[config.mk]
export PLATFORM = sky130hd
export DESIGN_NAME = miner_nonce_scheduler
export DESIGN_NICKNAME = d
export VERILOG_FILES = /design/src/rtl/miner_pkg.sv /design/src/rtl/rr_arbiter.sv /design/src/rtl/miner_nonce_scheduler.sv
export SDC_FILE = /design/constraint.sdc
export NUM_CORES = 1
export LEC_CHECK = 0
export ABC_AREA = 1
export CAP_MARGIN = 20
export CORE_ASPECT_RATIO = 1.1
export CORE_MARGIN = 8
export CORE_UTILIZATION = 47
export CTS_CLUSTER_SIZE = 30
export DETAILED_ROUTE_END_ITERATION = 10
export PLACE_DENSITY_LB_ADDON = 0.3
export SYNTH_ARGS = -nofsm -noshare
export SYNTH_HDL_FRONTEND = slang
export SYNTH_SLANG_ARGS = --single-unit
[constraint.sdc]
create_clock -name clk -period 9.02 [get_ports clk]
set_clock_uncertainty 0.15 [all_clocks]
set_input_delay 1.804 -clock clk [delete_from_list [all_inputs] [get_ports clk]]
set_output_delay 1.804 -clock clk [all_outputs]
set_load 0.05 [all_outputs]
[src/rtl/miner_pkg.sv]
// Shared types and default sizing for the nonce scheduler and its arbiter.
package miner_pkg;

    typedef enum logic [1:0] {
        IDLE  = 2'd0,
        RUN   = 2'd1,
        DRAIN = 2'd2,
        DONE  = 2'd3
    } sched_state_t;

    localparam int DEF_NUM_CORES  = 4;
    localparam int DEF_NONCE_W    = 32;
    localparam int DEF_CHUNK_LOG2 = 8;

endpackage

[src/rtl/rr_arbiter.sv]
// Round-robin arbiter: first requester at or after i_ptr (wrapping) gets a one-hot grant.
module rr_arbiter #(
    parameter int N  = 4,
    parameter int IW = (N > 1) ? $clog2(N) : 1
) (
    input  logic [N-1:0]  i_req,
    input  logic [IW-1:0] i_ptr,
    output logic [N-1:0]  o_grant,
    output logic [IW-1:0] o_idx,
    output logic          o_valid
);

    logic [IW-1:0] w_pos;
    logic          w_hit;

    // Scan N positions starting at the pointer; the first request found wins.
    always_comb begin
        o_grant = '0;
        o_idx   = '0;
        o_valid = 1'b0;
        w_pos   = '0;
        w_hit   = 1'b0;
        for (int k = 0; k < N; k++) begin
            w_pos          = IW'((int'(i_ptr) + k) % N);
            w_hit          = !o_valid && i_req[w_pos];
            o_grant[w_pos] = o_grant[w_pos] | w_hit;
            o_idx          = w_hit ? w_pos : o_idx;
            o_valid        = o_valid | w_hit;
        end
    end

endmodule

[src/rtl/miner_nonce_scheduler.sv]
// Splits a nonce range into chunks, dispatches them round-robin to idle hash cores,
// and collects found/complete status for the CSR block.
module miner_nonce_scheduler
    import miner_pkg::*;
#(
    parameter int NUM_CORES  = DEF_NUM_CORES,
    parameter int NONCE_W    = DEF_NONCE_W,
    parameter int CHUNK_LOG2 = DEF_CHUNK_LOG2
) (
    input  logic                                clk,
    input  logic                                reset_n,
    input  logic                                i_cfg_start,
    input  logic                                i_cfg_abort,
    input  logic [NONCE_W-1:0]                  i_cfg_nonce_first,
    input  logic [NONCE_W-1:0]                  i_cfg_nonce_last,
    output logic [NUM_CORES-1:0]                o_core_start,
    output logic [NUM_CORES*NONCE_W-1:0]        o_core_base,
    output logic [NUM_CORES*(CHUNK_LOG2+1)-1:0] o_core_count,
    output logic [NUM_CORES-1:0]                o_core_abort,
    input  logic [NUM_CORES-1:0]                i_core_busy,
    input  logic [NUM_CORES-1:0]                i_core_found,
    input  logic [NUM_CORES*NONCE_W-1:0]        i_core_found_nonce,
    output logic                                o_busy,
    output logic                                o_complete,
    output logic                                o_found,
    output logic [NONCE_W-1:0]                  o_found_nonce
);

    localparam int CW  = CHUNK_LOG2 + 1;
    localparam int NW1 = NONCE_W + 1;
    localparam int IW  = (NUM_CORES > 1) ? $clog2(NUM_CORES) : 1;
    localparam logic [NW1-1:0] CHUNK_SZ = NW1'(1'b1) << CHUNK_LOG2;

    sched_state_t   r_state;
    logic [NW1-1:0] r_next;
    logic [NW1-1:0] r_last;
    logic [IW-1:0]  r_rr;
    logic           r_ignore_found;

    logic                 w_accept;
    logic                 w_abort;
    logic                 w_exhaust;
    logic                 w_found_ok;
    logic                 w_found_hit;
    logic                 w_dispatch_en;
    logic                 w_dispatch;
    logic                 w_arb_valid;
    logic                 w_drain_done;
    logic [NW1-1:0]       w_first;
    logic [NW1-1:0]       w_cur;
    logic [NW1-1:0]       w_last;
    logic [NW1-1:0]       w_rem;
    logic [NW1-1:0]       w_next;
    logic [CW-1:0]        w_count;
    logic [NUM_CORES-1:0] w_req;
    logic [NUM_CORES-1:0] w_grant;
    logic [IW-1:0]        w_idx;
    logic [NONCE_W-1:0]   w_found_val;

    // The accepting cycle dispatches straight from the cfg values so the first chunk leaves one cycle after start.
    assign w_first       = {1'b0, i_cfg_nonce_first};
    assign w_accept      = i_cfg_start && ((r_state == IDLE) || (r_state == DONE));
    assign w_cur         = w_accept ? w_first : r_next;
    assign w_last        = w_accept ? {1'b0, i_cfg_nonce_last} : r_last;
    assign w_exhaust     = w_cur > w_last;
    assign w_abort       = i_cfg_abort && (r_state == RUN);
    assign w_found_ok    = !o_found && ((r_state == RUN) || ((r_state == DRAIN) && !r_ignore_found));
    assign w_found_hit   = w_found_ok && (|i_core_found);
    assign w_dispatch_en = !w_exhaust && (w_accept || ((r_state == RUN) && !w_found_hit && !w_abort));
    assign w_req         = ~i_core_busy & ~o_core_start;
    assign w_dispatch    = w_dispatch_en && w_arb_valid;
    assign w_rem         = w_last - w_cur + NW1'(1'b1);
    assign w_count       = (w_rem > CHUNK_SZ) ? CHUNK_SZ[CW-1:0] : w_rem[CW-1:0];
    assign w_next        = w_cur + {{(NW1-CW){1'b0}}, w_count};
    assign w_drain_done  = (r_state == DRAIN) && !(|i_core_busy) && !(|o_core_start);

    rr_arbiter #(
        .N  (NUM_CORES),
        .IW (IW)
    ) u_arb (
        .i_req   (w_req),
        .i_ptr   (r_rr),
        .o_grant (w_grant),
        .o_idx   (w_idx),
        .o_valid (w_arb_valid)
    );

    // Lowest-index core wins when several report a golden nonce in the same cycle.
    always_comb begin
        w_found_val = '0;
        for (int i = NUM_CORES - 1; i >= 0; i--) begin
            w_found_val = i_core_found[i] ? i_core_found_nonce[i*NONCE_W +: NONCE_W] : w_found_val;
        end
    end

    // Scheduler state machine, dispatch datapath and all registered outputs.
    always_ff @(posedge clk) begin
        if (!reset_n) begin
            r_state        <= IDLE;
            r_next         <= '0;
            r_last         <= '0;
            r_rr           <= '0;
            r_ignore_found <= 1'b0;
            o_core_start   <= '0;
            o_core_base    <= '0;
            o_core_count   <= '0;
            o_core_abort   <= '0;
            o_busy         <= 1'b0;
            o_complete     <= 1'b0;
            o_found        <= 1'b0;
            o_found_nonce  <= '0;
        end else begin
            o_core_start <= w_dispatch ? w_grant : '0;
            for (int i = 0; i < NUM_CORES; i++) begin
                if (w_dispatch && w_grant[i]) begin
                    o_core_base[i*NONCE_W +: NONCE_W] <= w_cur[NONCE_W-1:0];
                    o_core_count[i*CW +: CW]          <= w_count;
                end
            end
            // The extra counter bit makes a range ending at all-ones exhaust instead of wrapping to 0.
            if (w_dispatch) begin
                r_next <= w_next;
                r_rr   <= (w_idx == IW'(NUM_CORES - 1)) ? '0 : w_idx + IW'(1);
            end else if (w_accept) begin
                r_next <= w_first;
            end
            if (w_found_hit) begin
                o_found       <= 1'b1;
                o_found_nonce <= w_found_val;
            end
            case (r_state)
                IDLE, DONE: begin
                    if (w_accept) begin
                        r_state        <= w_exhaust ? DRAIN : RUN;
                        r_last         <= w_last;
                        r_ignore_found <= 1'b0;
                        o_busy         <= 1'b1;
                        o_complete     <= 1'b0;
                        o_found        <= 1'b0;
                        o_found_nonce  <= '0;
                    end
                end
                RUN: begin
                    if (w_found_hit || w_abort) begin
                        r_state        <= DRAIN;
                        r_ignore_found <= !w_found_hit;
                        o_core_abort   <= '1;
                    end else if (w_exhaust) begin
                        r_state <= DRAIN;
                    end
                end
                DRAIN: begin
                    if (w_drain_done) begin
                        r_state      <= DONE;
                        o_busy       <= 1'b0;
                        o_complete   <= 1'b1;
                        o_core_abort <= '0;
                    end else if (w_found_hit) begin
                        o_core_abort <= '1;
                    end
                end
                default: begin
                    r_state <= IDLE;
                end
            endcase
        end
    end

endmodule

==> out/qor.csv <==
metric,value,unit
DRC viols,0,
syn avg cell area,6.68,um2
Commonest Layout Cell,nor2_1,
Synth area leader,dfxtp_1,
DIE WIDTH,194,um
Avg Vias per Cell,5.50,
GRT Resource Usage Total,0.309,
# Taps,438,
max reg flops,128,
Final HPWL DP,53000,um
core region area,0.0342,mm2
DP Area,0.0208,mm2
CP max stage cell,clkdlybuf4s50_1,
non-clock inverter count,236,
drt wl/cell,20.5,um
outcome,completed,
Top Layout Cells,"nor2_1, nand2_1, clkdlybuf4s50_1, dfxtp_1, o21ai_0",
Critical Path RT,9.32,ns
P&R area growth vs syn,33.9,%
==> images/pins.png <==
The bar under the picture is 50 um long. Pins as bars across the die edge, other pins in gray.
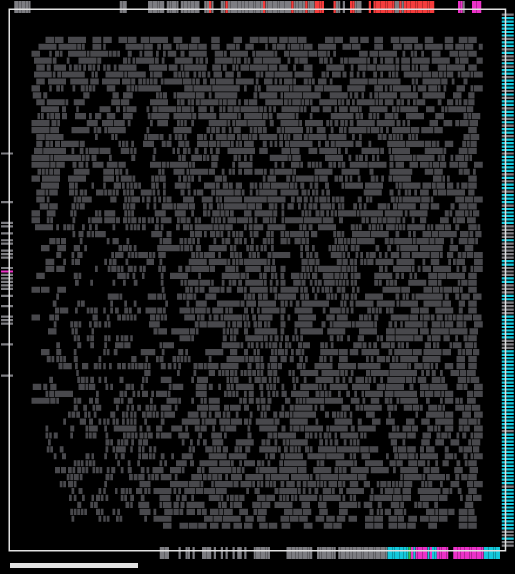
port	color	pins	direction	edge
i_core_found_nonce	cyan	128	input	108 east, 20 south
o_found_nonce	magenta	32	output	25 south, 6 north, 1 west
o_core_count	red	36	output	north
o_found	green	1	output	south
all pins by edge	154 east, 121 north, 112 south, 24 west

==> images/final_clocks.png <==
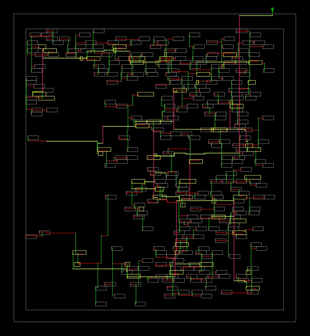
clock latency on the worst-skew pair: 0.57 ns
clk sink count: 275

